### Nets reached from selected ports, run 1

Drawn at 6 px/µm.
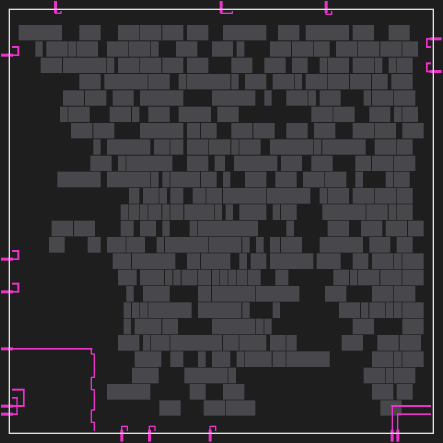
### Pin map, run 1

Drawn at 4 px/µm. Pins as bars across the die edge, other pins in grey.
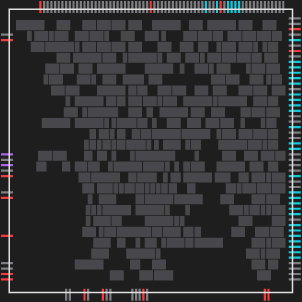
### Routed metal, one colour a layer, run 1

Drawn at 6 px/µm.
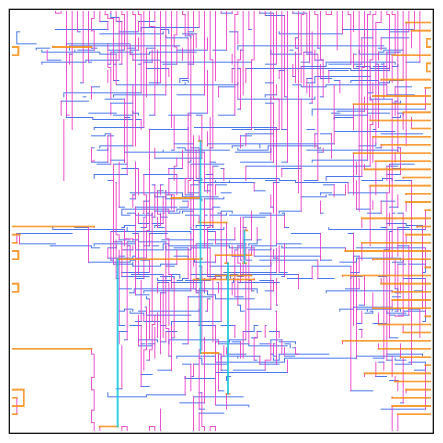
==> src/rtl/mem_arb_pkg.sv <==
// Shared types and sizing helpers for the main-memory arbiter.
// FSM encodings are plain constants so older flows can consume them unchanged.
package mem_arb_pkg;

   typedef logic [1:0] state_t;

   localparam state_t ST_IDLE  = 2'd0;
   localparam state_t ST_GRANT = 2'd1;
   localparam state_t ST_DRAIN = 2'd2;

   // Holds the values 0..max_out inclusive.
   function automatic int cnt_width(input int max_out);
      return $clog2(max_out + 1);
   endfunction

   function automatic int idx_width(input int n);
      return (n > 1) ? $clog2(n) : 1;
   endfunction

endpackage

==> src/rtl/mem_arbiter_rr_pick.sv <==
// Combinational rotate-priority selector: one-hot winner from a request vector.
// With rr_mode low the search ignores start and begins at index 0.
module rr_pick #(
   parameter int N     = 2,
   parameter int IDX_W = 1
) (
   input  logic [N-1:0]     req,
   input  logic [IDX_W-1:0] start,
   input  logic             rr_mode,
   output logic [N-1:0]     grant,
   output logic [IDX_W-1:0] win_idx,
   output logic             found
);

   always_comb begin
      logic [IDX_W:0] idx;
      grant   = '0;
      win_idx = '0;
      found   = 1'b0;
      idx     = '0;
      for (int i = 0; i < N; i++) begin
         idx = rr_mode ? ({1'b0, start} + (IDX_W+1)'(i)) : (IDX_W+1)'(i);
         if (idx >= (IDX_W+1)'(N)) begin
            idx = idx - (IDX_W+1)'(N);
         end
         if (!found && req[idx[IDX_W-1:0]]) begin
            grant[idx[IDX_W-1:0]] = 1'b1;
            win_idx               = idx[IDX_W-1:0];
            found                 = 1'b1;
         end
      end
   end

endmodule

==> src/rtl/mem_arbiter.sv <==
// Shares one pipelined main memory among NUM_PORTS cache requestors with
// grant locking, outstanding-read tracking and per-port back-pressure.
//
//   state    | meaning
//   ---------+---------------------------------------------------------------
//   ST_IDLE  | no owner; pick a winner from pending requests
//   ST_GRANT | owner's commands forwarded combinationally to memory
//   ST_DRAIN | owner released with reads in flight; wait for all returns
module mem_arbiter
   import mem_arb_pkg::*;
#(
   parameter int NUM_PORTS       = 2,
   parameter int ADDR_W          = 16,
   parameter int DATA_W          = 16,
   parameter int MAX_OUTSTANDING = 4,
   parameter int RR_MODE         = 1
) (
   input  logic                          clk,
   input  logic                          rst,
   input  logic [NUM_PORTS-1:0]          port_ren,
   input  logic [NUM_PORTS-1:0]          port_wen,
   input  logic [NUM_PORTS*ADDR_W-1:0]   port_addr,
   input  logic [NUM_PORTS*DATA_W-1:0]   port_wdata,
   output logic [NUM_PORTS-1:0]          port_grant,
   output logic [NUM_PORTS-1:0]          port_ready,
   output logic [DATA_W-1:0]             port_rdata,
   output logic [NUM_PORTS-1:0]          port_data_valid,
   output logic                          mem_ren,
   output logic                          mem_wen,
   output logic [ADDR_W-1:0]             mem_addr,
   output logic [DATA_W-1:0]             mem_wdata,
   input  logic [DATA_W-1:0]             mem_rdata,
   input  logic                          mem_data_valid,
   output logic                          err
);

   localparam int IDX_W = idx_width(NUM_PORTS);
   localparam int CNT_W = cnt_width(MAX_OUTSTANDING);

   state_t                 state;
   logic [NUM_PORTS-1:0]   grant_q;
   logic [IDX_W-1:0]       owner;
   logic [IDX_W-1:0]       rr_ptr;
   logic [IDX_W-1:0]       next_ptr;
   logic [CNT_W-1:0]       outstanding;
   logic [CNT_W-1:0]       out_next;
   logic [CNT_W-1:0]       quiet_cnt;
   logic                   err_q;

   logic [NUM_PORTS-1:0]   req_vec;
   logic [NUM_PORTS-1:0]   pick_grant;
   logic [IDX_W-1:0]       pick_idx;
   logic                   pick_found;

   logic                   own_ren;
   logic                   own_wen;
   logic [ADDR_W-1:0]      own_addr;
   logic [DATA_W-1:0]      own_wdata;
   logic                   in_grant;
   logic                   rd_room;
   logic                   issue_rd;
   logic                   issue_wr;
   logic                   ret;
   logic                   spurious;

   assign req_vec = port_ren | port_wen;

   rr_pick #(
      .N     (NUM_PORTS),
      .IDX_W (IDX_W)
   ) u_pick (
      .req     (req_vec),
      .start   (rr_ptr),
      .rr_mode (RR_MODE != 0),
      .grant   (pick_grant),
      .win_idx (pick_idx),
      .found   (pick_found)
   );

   always_comb begin
      own_ren   = 1'b0;
      own_wen   = 1'b0;
      own_addr  = '0;
      own_wdata = '0;
      for (int i = 0; i < NUM_PORTS; i++) begin
         if (owner == IDX_W'(i)) begin
            own_ren   = port_ren[i];
            own_wen   = port_wen[i];
            own_addr  = port_addr[i*ADDR_W +: ADDR_W];
            own_wdata = port_wdata[i*DATA_W +: DATA_W];
         end
      end
   end

   assign in_grant = (state == ST_GRANT);
   // A return in the same cycle frees a slot, so a full pipeline keeps streaming.
   assign rd_room  = (outstanding < CNT_W'(MAX_OUTSTANDING)) || mem_data_valid;
   assign issue_wr = in_grant && own_wen;
   assign issue_rd = in_grant && own_ren && !own_wen && rd_room;
   assign ret      = mem_data_valid && (outstanding != '0);
   assign out_next = outstanding + CNT_W'(issue_rd) - CNT_W'(ret);
   assign next_ptr = (owner == IDX_W'(NUM_PORTS - 1)) ? '0 : owner + IDX_W'(1);

   // Returns shortly after reset belong to reads the reset discarded.
   assign spurious = mem_data_valid && (outstanding == '0) && (quiet_cnt == '0);

   assign mem_ren         = issue_rd;
   assign mem_wen         = issue_wr;
   assign mem_addr        = (issue_rd || issue_wr) ? own_addr : '0;
   assign mem_wdata       = issue_wr ? own_wdata : '0;
   assign port_grant      = grant_q;
   assign port_ready      = (issue_rd || issue_wr) ? grant_q : '0;
   assign port_rdata      = mem_rdata;
   assign port_data_valid = ((state != ST_IDLE) && mem_data_valid) ? grant_q : '0;
   assign err             = err_q;

   always_ff @(posedge clk) begin
      if (rst) begin
         state       <= ST_IDLE;
         grant_q     <= '0;
         owner       <= '0;
         rr_ptr      <= '0;
         outstanding <= '0;
         quiet_cnt   <= CNT_W'(MAX_OUTSTANDING);
         err_q       <= 1'b0;
      end else begin
         outstanding <= out_next;
         if (quiet_cnt != '0) begin
            quiet_cnt <= quiet_cnt - CNT_W'(1);
         end
         if (spurious || (in_grant && own_ren && own_wen)) begin
            err_q <= 1'b1;
         end
         case (state)
            ST_IDLE: begin
               if (pick_found) begin
                  grant_q <= pick_grant;
                  owner   <= pick_idx;
                  state   <= ST_GRANT;
               end
            end
            ST_GRANT: begin
               if (!(own_ren || own_wen)) begin
                  rr_ptr <= next_ptr;
                  if (out_next == '0) begin
                     state   <= ST_IDLE;
                     grant_q <= '0;
                  end else begin
                     state <= ST_DRAIN;
                  end
               end
            end
            ST_DRAIN: begin
               if (out_next == '0) begin
                  state   <= ST_IDLE;
                  grant_q <= '0;
               end
            end
            default: begin
               state   <= ST_IDLE;
               grant_q <= '0;
            end
         endcase
      end
   end

endmodule

==> config.mk <==
export PLATFORM = sky130hd
export DESIGN_NAME = mem_arbiter
export DESIGN_NICKNAME = d
export VERILOG_FILES = /design/src/rtl/mem_arb_pkg.sv /design/src/rtl/mem_arbiter_rr_pick.sv /design/src/rtl/mem_arbiter.sv
export SDC_FILE = /design/constraint.sdc
export NUM_CORES = 1
export LEC_CHECK = 0
export CORE_UTILIZATION = 31
export CTS_BUF_LIST = sky130_fd_sc_hd__clkbuf_4 sky130_fd_sc_hd__clkbuf_8
export DETAILED_ROUTE_END_ITERATION = 10
export PLACE_DENSITY = 0.82
export SETUP_SLACK_MARGIN = 0.3
export SLEW_MARGIN = 20
export SYNTH_ARGS = -nofsm -noshare
export SYNTH_HDL_FRONTEND = slang
export SYNTH_HIERARCHICAL = 1
export SYNTH_SLANG_ARGS = --single-unit
==> constraint.sdc <==
create_clock -name clk -period 3.2 [get_ports clk]
set_input_delay 0.48 -clock clk [delete_from_list [all_inputs] [get_ports clk]]
set_output_delay 0.48 -clock clk [all_outputs]
set_load 0.05 [all_outputs]
==> PnR_summary.wiki, run 1 <==
== Metrics ==
{| class="wikitable"
! Metric !! Value
|-
| Critical path required time || 3.38 ns
|-
| GRT Max-Usage Layer || met2
|-
| Path class of the lowest-slack min-delay path || reg2reg
|-
| Core footprint || 4410 µm²
|-
| CTS hold repair buffers || 0
|-
| Max-slew violation total from the final report || 0
|-
| Routed via count divided by cell count || 4.80
|-
| Critical register-to-register path endpoint || state[0]
|-
| Share of the cycle needed by the critical path after routing || 0.849
|-
| Fraction of registers with async set or reset after synthesis || 0
|-
| Layout Area Growth over Synthesis || 85.0%
|-
| Global routing usage on met2 || 0.337
|-
| Number of instances in the synthesized netlist || 185
|-
| Worst Reg-to-Reg Cells || 10
|-
| Post-DP HPWL || 4.06 mm
|-
| Total power divided by cell area || 633 nW/µm²
|-
| Launching instance or port of the critical path || mem_data_valid
|-
| Wire length of the first global-routing pass || 7.46 mm
|-
| Endpoint class of the critical path || flip-flop
|-
| Clock transition at the registers of the reported paths || 0.06 ns
|-
| Net total in the final layout || 378
|-
| Crit path arrival time || 2.89 ns
|-
| Slack of the worst reg-to-reg path || 0.69 ns
|-
| Clock root buffer || sky130_fd_sc_hd__clkbuf_8
|-
| Total tool warning count || 30
|-
| Number of antenna violations at the first check in global routing || 0
|-
| Sw Share || 0.506
|-
| Yosys reg bits || 13
|-
| # Cells Yosys || 185
|-
| Most frequently placed logic cells in the final layout || sky130_fd_sc_hd__clkdlybuf4s50_1, sky130_fd_sc_hd__nor2_1, sky130_fd_sc_hd__mux2i_1
|-
| Measured slew at the worst slew-check pin || 0.502 ns
|-
| Yosys Warn Count || 6
|-
| Worst max-slew margin expressed relative to the limit || 0.664
|-
| RSZ-0062 raised after global routing || no
|-
| TritonCTS sink count || 13
|-
| EDFF count, synth || 0
|-
| Diodes inserted || 0
|-
| Proportion of layout cells with a drive suffix above 1 || 0.195
|-
| Critical R2R Launch || state[1]
|-
| Commonest Layout Cell || sky130_fd_sc_hd__clkdlybuf4s50_1
|-
| Clock Path Buffers || 2
|-
| Worst vdd ir || 0.000268 V
|-
| Clock latency at the later pin of the worst-skew pair || 0.25 ns
|-
| Share of total power in sequential cells || 0.154
|-
| Cell resize tally after clock tree synthesis || 0
|-
| Total Neg Setup Slack || 0 ns
|-
| Comb power frac || 0.750
|-
| Critical Path Source Type || primary input
|-
| Initial Utilization || 0.329
|-
| Number of different library cells in the post-synthesis netlist || 37
|-
| Netlist area before placement || 1450 µm²
|-
| Critical path capture point || state[0]
|-
| Proportion of synthesized chip area in sequential cells || 0.179
|-
| Chip area from the yosys synthesis statistics || 1450 µm²
|-
| Part of the total power dissipated in the clock network || 0.096
|-
| Dominant register cell in the synthesized netlist || sky130_fd_sc_hd__dfxtp_1
|-
| Setup-failing EPs final || 0
|-
| Net Sw Power || 0.860 mW
|-
| Post-route ant nets || 0
|-
| Critical-path maximum fanout || 4
|-
| Setup skew after layout || 0.00131 ns
|-
| Internal cell power || 0.841 mW
|-
| Via count of the first global-routing pass || 1500
|-
| DRC errors left || 0
|-
| Row count || 24
|-
| Critical Setup Path Class || in2reg
|-
| Final critical path time including I/O delays and setup || 2.72 ns
|-
| Global placement routability congestion || 0.821
|-
| CTS tree || yes
|-
| Clock buffers created by TritonCTS || 3
|-
| First drt pass iteration count || 4
|-
| Syn_area_per_cell || 7.85 µm²
|-
| Endpoints failing hold || 0
|-
| Count of max-cap constraint violations || 0
|-
| Remaining global-route overflow || 0
|-
| Leakage || 1.10 nW
|-
| Maximum number of pins on one net before global-route repair || 24
|-
| Total design power || 1.70 mW
|-
| Status || finished clean
|-
| Post-CTS setup buffer count || 0
|-
| Total die size || 4960 µm²
|-
| Fraction of met3 tracks used by global routing || 0.0505
|-
| Number of levels the H-tree was split into || 1
|}
Notes on 'Nets reached from selected ports' above:
| colour | port | direction | end cells | buffers | wire |
|---|---|---|---|---|---|
| magenta | mem_rdata | input | 0 | 0 | 85.3 µm |
Top Ports: 144
number of buffers added on ports: 111

Notes on 'Pin map' above:
| colour | port | pins | direction | edge |
|---|---|---|---|---|
| red | mem_rdata | 16 | input | 6 west, 5 south, 3 north, 2 east |
| purple | port_grant | 2 | output | west |
| cyan | port_addr | 32 | input | 26 east, 6 north |
die width: 70.4 µm
die extent in y: 70.4 µm

Notes on 'Routed metal, one colour a layer' above:
| colour | layer | wire length |
|---|---|---|
| orange | metal 3 | 426 µm |
| cyan | metal 4 | 90.4 µm |
| blue | metal 1 | 1890 µm |
| magenta | metal 2 | 2510 µm |
routed wire length per instance: 14.7 µm
global-route usage over all layers: 0.191
final WL: 4.92 mm
count of vias placed by the detailed router: 1604

## run 1: per-stage QoR
stage | area, µm² | worst slack, ns | hold slack [ns] | util | instances
after floorplan | 1470 | 0.234 | 0.431 | - | 186
after global placement | 2640 | 0.297 | 0.446 | 0.597 | 330
after detailed placement | 2640 | 0.163 | 0.459 | 0.597 | 330
after CTS | 2690 | 0.395 | 0.468 | 0.608 | 334
after global routing | 2690 | 0.379 | 0.504 | 0.608 | 334
final | 2690 | 0.484 | 0.474 | 0.608 | 334
## run 1: power groups by stage
stage               combinational (mW)  sequential (mW)  clock (mW)
finish                            1.28            0.262       0.163
global route                      1.35            0.270       0.172
CTS                               1.29            0.262       0.165
detailed placement                1.28            0.264           0
global placement                  1.26            0.264           0
floorplan                        0.858            0.286           0
## run 1: per-layer routing
layer / up-vias / share of wire
met2: 72 / 0.51
li1: 799 / -
met5: - / 0
met3: 8 / 0.086
met4: 0 / 0.018
met1: 725 / 0.38
## run 1: registers in the layout, indices dropped and copies added (netlist names)
name / flops
outstanding: 3
quiet_cnt: 3
port_grant: 2
state: 2
err: 1
owner: 1
rr_ptr: 1
## run 1: worst min-delay path by stage
stage	startpoint	endpoint	slack (ns)	cells after the start
after global placement	quiet_cnt[2]	quiet_cnt[2]	0.45	1
final	quiet_cnt[2]	quiet_cnt[2]	0.47	1
after global routing	quiet_cnt[2]	quiet_cnt[2]	0.50	1
after detailed placement	quiet_cnt[2]	quiet_cnt[2]	0.46	1
after floorplan	quiet_cnt[2]	quiet_cnt[2]	0.43	1
after CTS	quiet_cnt[2]	quiet_cnt[2]	0.47	1
## run 1: critical path: stages
cell	delay, ns
sky130_fd_sc_hd__clkdlybuf4s50_1	0.55
sky130_fd_sc_hd__inv_1	0.11
sky130_fd_sc_hd__a2111oi_4	0.38
sky130_fd_sc_hd__ha_2	0.25
sky130_fd_sc_hd__fa_1	0.44
sky130_fd_sc_hd__nor2_2	0.14
sky130_fd_sc_hd__nand2_1	0.10
sky130_fd_sc_hd__a211oi_2	0.25
sky130_fd_sc_hd__mux2i_1	0.21
## run 1: kinds of logic (layout without fill, tap and decap cells)
kind of cell | count (synthesis) | after routing | synth area share
AND-OR/OR-AND | 20 | 20 | 0.114
buffers and inverters | 41 | 137 | 0.159
XOR/XNOR | 2 | 2 | 0.0224
AND/OR/NAND/NOR | 64 | 64 | 0.195
adder cells (fa/ha/maj) | 8 | 8 | 0.0741
flip-flops | 13 | 13 | 0.179
other | 1 | 2 | 0.00258
multiplexers | 36 | 36 | 0.254
## run 1: final cells by class
| cell class | count | area (µm²) |
|---|---|---|
| timing repair buffer | 115 | 1260 |
| clock buffer | 4 | 48.8 |
| sequential | 13 | 262 |
| inverter | 18 | 67.6 |
| fill | 360 | 1730 |
| tap | 52 | 65.1 |
| multi-input combinational | 132 | 978 |
## run 1: cell usage after synthesis, drive strengths merged, types with 3 or more instances
cell,number,area (µm²)
mux2i,35,354
nor2b,4,25.0
clkbuf,3,11.3
nor2,40,158
dfxtp,13,260
inv,18,67.6
ha,7,87.6
buf,20,151
or2,4,25.0
a21boi,3,22.5
a21oi,3,15.0
a211oi,3,22.5
nand2,9,33.8
### Congestion heat map, run 1

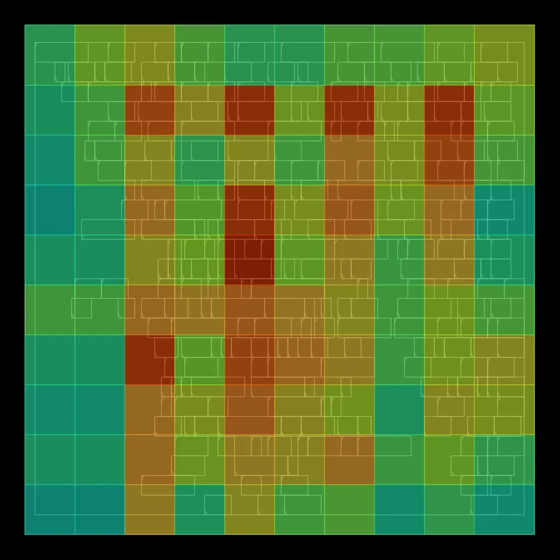

## Run 2: what changed since run 1
--- a/config.mk
+++ b/config.mk
@@ -5,10 +5,10 @@
 export SDC_FILE = /design/constraint.sdc
 export NUM_CORES = 1
 export LEC_CHECK = 0
-export CORE_UTILIZATION = 31
+export CORE_UTILIZATION = 28
 export CTS_BUF_LIST = sky130_fd_sc_hd__clkbuf_4 sky130_fd_sc_hd__clkbuf_8
 export DETAILED_ROUTE_END_ITERATION = 10
-export PLACE_DENSITY = 0.82
+export PLACE_DENSITY = 0.78
 export SETUP_SLACK_MARGIN = 0.3
 export SLEW_MARGIN = 20
 export SYNTH_ARGS = -nofsm -noshare
==> constraint.sdc (replaced) <==
create_clock -name clk -period 2.2 [get_ports clk]
set_input_delay 0.33 -clock clk [delete_from_list [all_inputs] [get_ports clk]]
set_output_delay 0.33 -clock clk [all_outputs]
set_load 0.05 [all_outputs]
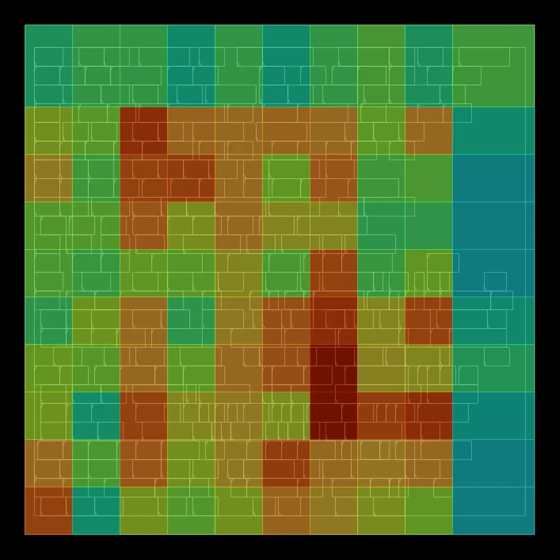
*Congestion heat map, run 2*
GRT Max-Usage Layer: met2
met1 global-route usage: 0.228

==> PnR_summary.wiki, run 2 <==
== Metrics ==
{| class="wikitable"
! Metric !! Value
|-
| Logic cell area || 1340 µm²
|-
| Clock Path Buffers || 2
|-
| Clock latency at the later pin of the worst-skew pair || 0.25 ns
|-
| Number of different library cells in the post-synthesis netlist || 37
|-
| TritonCTS sink count || 13
|-
| Yosys aoi share || 0.114
|-
| Remaining global-route overflow || 0
|-
| Maximum number of pins on one net before global-route repair || 25
|-
| Post-Synth Simple-Gate Area || 0.195
|-
| Violated checks || negative setup slack
|-
| EDFF count, synth || 0
|-
| Clock buffers created by TritonCTS || 3
|-
| DRC errors left || 0
|-
| Proportion of synthesized chip area in sequential cells || 0.179
|-
| Clock root buffer || sky130_fd_sc_hd__clkbuf_8
|-
| Final critical path time including I/O delays and setup || 2.45 ns
|-
| Via count of the first global-routing pass || 1882
|-
| Number of instances in the synthesized netlist || 185
|-
| First drt pass iteration count || 4
|-
| Most frequently placed logic cells in the final layout || sky130_fd_sc_hd__clkdlybuf4s50_1, sky130_fd_sc_hd__nor2_4, sky130_fd_sc_hd__mux2i_1
|-
| Total tool warning count || 32
|-
| Slack of the worst reg-to-reg path || -0.25 ns
|-
| Top flop regs || outstanding (3), quiet_cnt (3)
|-
| Diodes inserted || 0
|-
| Endpoint class of the critical path || flip-flop
|-
| Main kind of combinational logic by area || multiplexers
|-
| Netlist area before placement || 1450 µm²
|-
| Fill count || 341
|-
| Critical register-to-register path endpoint || port_grant[0]
|-
| Chip area from the yosys synthesis statistics || 1450 µm²
|-
| Setup-failing EPs final || 16
|-
| Family of cells with the greatest summed delay on the critical path || adder cells
|-
| Cell accounting for the most synthesized area || sky130_fd_sc_hd__mux2i_1
|-
| Number of antenna violations at the first check in global routing || 0
|-
| Post-route ant nets || 0
|-
| Endpoints failing hold || 0
|-
| Number of cells after detailed placement || 367
|-
| Slowest-stage cell, CP || sky130_fd_sc_hd__xor3_2
|-
| Post-DP HPWL || 4.27 mm
|-
| Critical Path Source Type || flip-flop
|-
| RSZ-0062 raised after global routing || yes
|-
| Most used standard cell by instance count after synthesis || sky130_fd_sc_hd__nor2_1
|-
| Layout Area Growth over Synthesis || 142%
|-
| Worst Hold Launch || quiet_cnt[2]
|-
| Syn_area_per_cell || 7.85 µm²
|-
| Status || finished, violations left
|-
| Buf+Inv Stages, Crit Path || 2
|-
| Core footprint || 4850 µm²
|-
| Main area contributors || sky130_fd_sc_hd__mux2i_1, sky130_fd_sc_hd__dfxtp_1, sky130_fd_sc_hd__nor2_1
|-
| Critical Setup Path Class || reg2reg
|-
| Dominant register cell in the synthesized netlist || sky130_fd_sc_hd__dfxtp_1
|-
| Proportion of layout cells with a drive suffix above 1 || 0.454
|-
| Yosys Warn Count || 6
|-
| Worst Slack Setup Final || -0.247 ns
|-
| Storage element area || 265 µm²
|-
| Number of levels the H-tree was split into || 1
|-
| Worst max-slew margin expressed relative to the limit || 0.669
|-
| Worst vdd ir || 0.000571 V
|-
| Critical R2R Launch || outstanding[0]
|-
| Leakage || 1.37 nW
|-
| Path class of the lowest-slack min-delay path || reg2reg
|-
| Row count || 25
|-
| Destination of the worst hold path || quiet_cnt[2]
|-
| Critical path required time || 2.33 ns
|-
| Crit path arrival time || 2.57 ns
|-
| Total power divided by cell area || 966 nW/µm²
|-
| Yosys reg bits || 13
|-
| Total die size || 5480 µm²
|-
| Max-slew violation total from the final report || 0
|-
| Die extent in y || 74.0 µm
|-
| Count of vias placed by the detailed router || 1797
|-
| Die width || 74.0 µm
|-
| Maximum single-stage delay on the critical path || 0.43 ns
|}
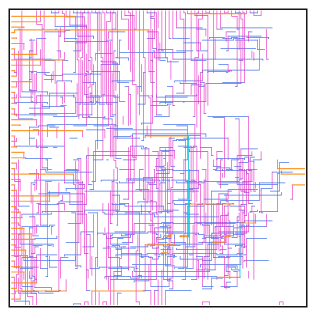
*Routed metal, one colour a layer, run 2*
Drawn at 4 px/µm.
| colour | layer | wire length |
|---|---|---|
| cyan | metal 4 | 38.8 µm |
| orange | metal 3 | 340 µm |
| magenta | metal 2 | 3420 µm |
| blue | metal 1 | 2030 µm |
final WL: 5.83 mm
global-route usage over all layers: 0.214
routed wire length per instance: 15.3 µm

-- run 2: cell counts after synthesis --
No cell type changed its count.
-- run 2: repair_timing --
item | 4_1_cts | 5_1_grt
pin swaps | 14 | 3
gates cloned | 2 | 0
endpoints found under the setup margin | 42 | 41
resized | 75 | 17
setup buffers | 5 | 2
-- run 2: per-layer routing --
| layer | wire [µm] | track usage |
|---|---|---|
| met1 | 2030 | 0.228 |
| met2 | 3420 | 0.416 |
| met5 | 0 | 0 |
| met4 | 38 | 0.0449 |
| met3 | 340 | 0.0596 |
-- run 2: final cells by class --
| class | count | area share |
|---|---|---|
| Clock buffer | 4 | 0.0139 |
| Multi-Input combinational cell | 132 | 0.383 |
| Sequential cell | 13 | 0.0757 |
| Inverter | 18 | 0.0200 |
| Tap cell | 67 | 0.0239 |
| Timing Repair Buffer | 146 | 0.484 |
-- run 2: logic make-up (layout without fill, tap and decap cells) --
logic type	Yosys count	count (layout)
simple gates	64	64
xor+xnor	2	2
buf+inv	41	168
mux	36	36
flops	13	13
other cells	1	2
fa+ha+maj	8	8
compound gates	20	20
-- run 2: through the flow --
step	setup WS [ns]	TNS, ns	hold slack (ns)	power [mW]	instance area, µm²
after global placement	-0.471	-4.10	0.444	2.54	3020
after CTS	-0.204	-0.868	0.469	3.25	3410
final	-0.247	-1.14	0.486	3.39	3510
after global routing	-0.338	-2.82	0.490	3.54	3510
after detailed placement	-0.577	-5.04	0.460	2.58	3020
after floorplan	-0.751	-9.63	0.431	1.80	1630
-- run 2: where the power goes --
part | switching (mW) | internal, mW
sequential | 0.0635 | 0.318
clock | 0.0958 | 0.141
combinational | 1.47 | 1.29
total | 1.63 | 1.75
-- run 2: worst max-delay path by stage --
| stage | cells after the start | from | slack, ns | to |
|---|---|---|---|---|
| 2_1_floorplan | 9 | owner | -0.75 | state[0] |
| 5_1_grt | 10 | outstanding[0] | -0.34 | port_grant[0] |
| 3_5_place_dp | 9 | port_ren[0] | -0.58 | port_grant[1] |
| 3_3_place_gp | 9 | port_ren[0] | -0.47 | state[0] |
| 4_1_cts | 10 | outstanding[0] | -0.20 | state[0] |
| 6_report | 10 | outstanding[0] | -0.25 | port_grant[0] |
Power and IR drop assume default switching activity.
